==> config.mk <==
export PLATFORM = sky130hd
export DESIGN_NAME = komandara_axi4lite_master_ooo
export DESIGN_NICKNAME = d
export VERILOG_FILES = /design/src/rtl/komandara_axi_pkg.sv /design/src/rtl/komandara_skid_buffer.sv /design/src/rtl/komandara_sync_fifo.sv /design/src/rtl/komandara_axi4lite_master_ooo.sv
export SDC_FILE = /design/constraint.sdc
export NUM_CORES = 1
export LEC_CHECK = 0
export CAP_MARGIN = 15
export CORE_MARGIN = 3
export CORE_UTILIZATION = 35
export CTS_BUF_LIST = sky130_fd_sc_hd__clkbuf_8
export CTS_CLUSTER_SIZE = 20
export DETAILED_ROUTE_END_ITERATION = 12
export PLACE_DENSITY_LB_ADDON = 0.25
export SLEW_MARGIN = 25
export SYNTH_ARGS = -nofsm -noshare
export SYNTH_HDL_FRONTEND = slang
export SYNTH_SLANG_ARGS = --single-unit
==> constraint.sdc <==
create_clock -name clk_i -period 9.5 [get_ports clk_i]
set_clock_uncertainty 0.05 [all_clocks]
set_input_delay 1.9 -clock clk_i [delete_from_list [all_inputs] [get_ports clk_i]]
set_output_delay 1.9 -clock clk_i [all_outputs]
set_load 0.01 [all_outputs]
Fig. 1: run 1, signal wires by layer
(2 px per um)
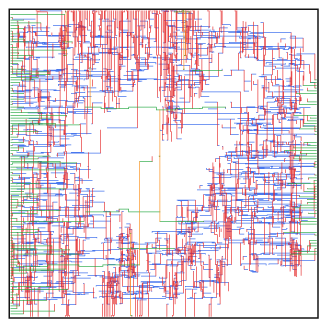
M4: shown in orange, wire length 241 um. M3: shown in green, wire length 1,620 um. M1: shown in blue, wire length 7,420 um. M2: shown in red, wire length 8,950 um.
Global Route Usage Sum: 15.4%
overall routed net length: 18,200 um
via count: 4,843
Avg WL per Cell: 17.5 um

Fig. 2: run 1, M2 wires
(2 px per um)
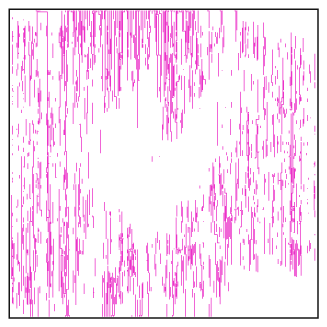
The layer holds 49% of the routed length. The longest straight run is 71.6 um. The layer carries 8,950 um of wire. The wires run mostly vertical. 801 nets have wire on it.
GR met2 Demand/Resource: 25.8%

Fig. 3: run 1, power grid
(2 px per um) Pins as bars on the die edge. Tap cells in grey.
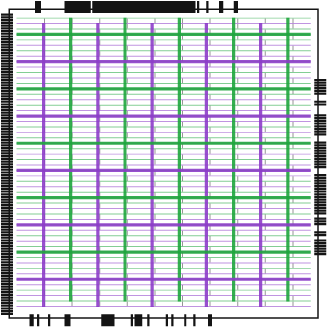
VDD: shown in green. VSS: shown in purple.
275 tap cells. 54 met1 rails follow the rows. The core has 53 rows.
Vert. Die Dim: 154 um
die boundary width: 154 um
worst vdd ir: 169 uV

==> Changelog: implementation, run 1 <==
## Flow update

- Outcome: complete, no violations
- Latency at later pin: 440 ps
- Post-Syn Area: approximately 7600 um2
- Simple Share, Synth: 3.75%
- Clock buffer cells: 18
- Largest register FFs: ~68
- Yosys cell types: 36
- Number of global-route vias before repair: approximately 5,400
- Cell area leaders: dfrtp_1, mux2_4, mux2_2, mux2i_1, buf_4
- Combinational Power: a little over 2 mW
- Post-route setup TNS: 0 ps
- Site row count: 53
- Sequential cell area fraction in the yosys report: 54.4%
- Ys cells: roughly 520
- GR Layer Usage met1: ~18%
- Non-clk bufs: roughly 270
- Die ar.: 23,600 um2
- Top_reg_cell synth: dfrtp_1
- Setup crit start kind: primary input
- Crit path capture type: output port
- WP data required: about 7600 ps
- Syn-to-layout area delta: 39.3%
- Unrepaired setup endpoints after global routing: no
- Post-route core utilization: approximately 50%
- Critical Path Fanout Max: 7
- Dominant logic cell type in the layout: clkdlybuf4s50_1
- Pre-antenna DRT Iters: 4
- Registers: roughly 170
- Post-Synth XOR/XNOR Area: 1.49%
- Combinational cell fraction of total power: roughly half
- Port buffer count: between 200 and 300
- Htree depth: 4
- Dpl hpwl: around 13,000 um
- Synth Register Bits: roughly 170
- Top sig layer: met4
- Largest net degree at the start of global routing: approximately 96
- GPL Wtd Cong: around 0.80
- Fin. Hold Viols: 0
- Grt total ovfl: 0
- Clock root cell: clkbuf_8
- Sequential group share of total power: about 35%
- N_diodes: 0
- Most frequent logic cells in the routed design: clkdlybuf4s50_1, dfrtp_1, mux2_2
- Crit path time final: 5390 ps
- Synth Warn #: 0
- Global-route layer with the greatest usage: met2
- Cell area after layout: about 11,000 um2
- Clock sinks: 166
- Final Cycle Share: 56.8%
- Arrival @ worst endpoint: ~3400 ps
- Pre-CTS WS: slightly above 4000 ps
- Post-route ant nets: 0
Fig. 4: run 1, the clock network
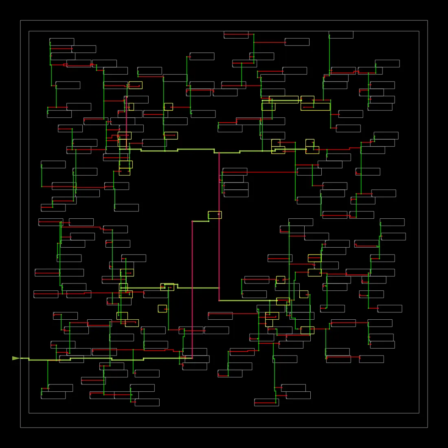

==> run 2: changes to the inputs <==
==> constraint.sdc (replaced) <==
create_clock -name clk_i -period 5.05 [get_ports clk_i]
set_clock_uncertainty 0.05 [all_clocks]
set_input_delay 1.01 -clock clk_i [delete_from_list [all_inputs] [get_ports clk_i]]
set_output_delay 1.01 -clock clk_i [all_outputs]
set_load 0.01 [all_outputs]
Fig. 5: run 2, the clock network
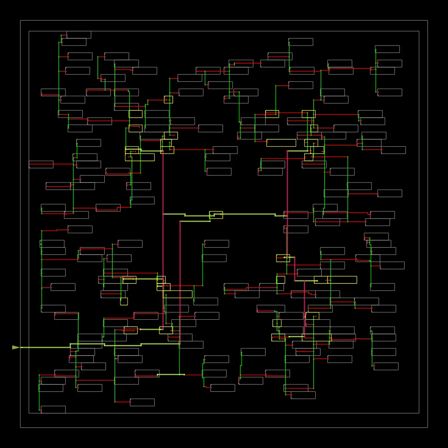
CTS Buf Count: 17
Clock buffer cells: 18
clock sinks: 166

Fig. 6: run 2, power grid
(2 px per um) Pins as bars on the die edge. Tap cells in grey.
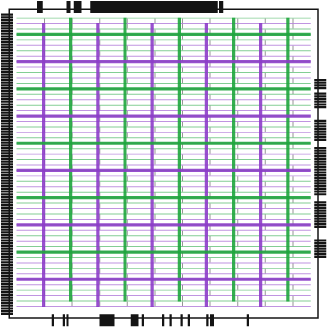
VDD: shown in green. VSS: shown in purple.
268 signal pins sit on the boundary. 275 tap cells. 54 met1 rails follow the rows. The core has 53 rows. 10 straps on met5.
worst vdd ir: 293 uV
Placeable Area: 21,200 um2

Fig. 7: run 2, M3 wires
(2 px per um) Cells faint in the background.
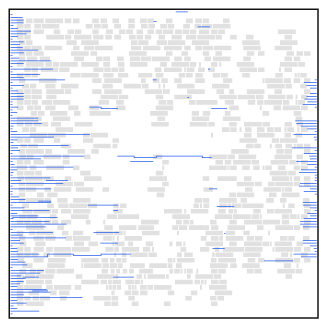
The layer holds 8.2% of the routed length. The longest straight run is 39.3 um. The wires run mostly horizontal. The layer carries 1,500 um of wire.
via count: 4,849
overall routed net length: 18,200 um

==> run 2 against run 1 <==
Compared with the run above: total power grew 92%; sequential cell count is the same; combinational power grew 89%; final area grew 0.77%; routed wire length is essentially flat; sequential power grew about 90%; synthesized area is the same; global-route usage grew 0.22 points; utilization grew 0.38 points; register-to-register slack lost 4500 ps; critical path type is now flop to output port; largest cell class unchanged; highest routed layer is now met5.
==> Changelog: implementation, run 2 <==
## Flow update

- Fin. Hold Viols: 0 (unchanged)
- Outcome: complete, no violations
- Sequential group share of total power: 34.1% (-0.5 points)
- Sequential cell area fraction in the yosys report: 54.4% (unchanged)
- Crit path time final: 3890 ps
- Registers: 166 (unchanged)
- Dominant logic cell type in the layout: clkdlybuf4s50_1
- Combinational Power: 3.79 mW (+89%)
- Post-route setup TNS: 0 ps (unchanged)
- WP data required: 3990 ps (-3560 ps)
- Critical Path Fanout Max: 42 (+35)
- Non-clk bufs: 270 (+0.37%)
- N_diodes: 0 (unchanged)
- Avg WL per Cell: 17.5 um (about the same)
- Die ar.: 23,600 um2 (unchanged)
- Post-Syn Area: 7630 um2 (unchanged)
- Top sig layer: met5
- Vert. Die Dim: 154 um (unchanged)
- Htree depth: 4 (unchanged)
- Grt total ovfl: 0 (unchanged)
- Yosys cell types: 36 (unchanged)
- Largest net degree at the start of global routing: 167 (+74%)
- Most frequent logic cells in the routed design: clkdlybuf4s50_1, dfrtp_1, mux2_2
- GPL Wtd Cong: 0.768 (-4.2%)
- Port buffer count: 267 (unchanged)
- GR Layer Usage met1: 18.7% (+0.38 points)
- Pre-CTS WS: 1230 ps (-2880 ps)
- Final Cycle Share: slightly below 80%
- Clock root cell: clkbuf_8
- Site row count: 53 (unchanged)
- Synth Register Bits: 166 (unchanged)
- Cell area leaders: dfrtp_1, mux2_4, mux2_2, mux2i_1, buf_4
- Cell area after layout: 10,700 um2 (+0.77%)
- Post-Synth XOR/XNOR Area: 1.49% (unchanged)
- Syn-to-layout area delta: 40.4%
Power and IR drop assume default switching activity.
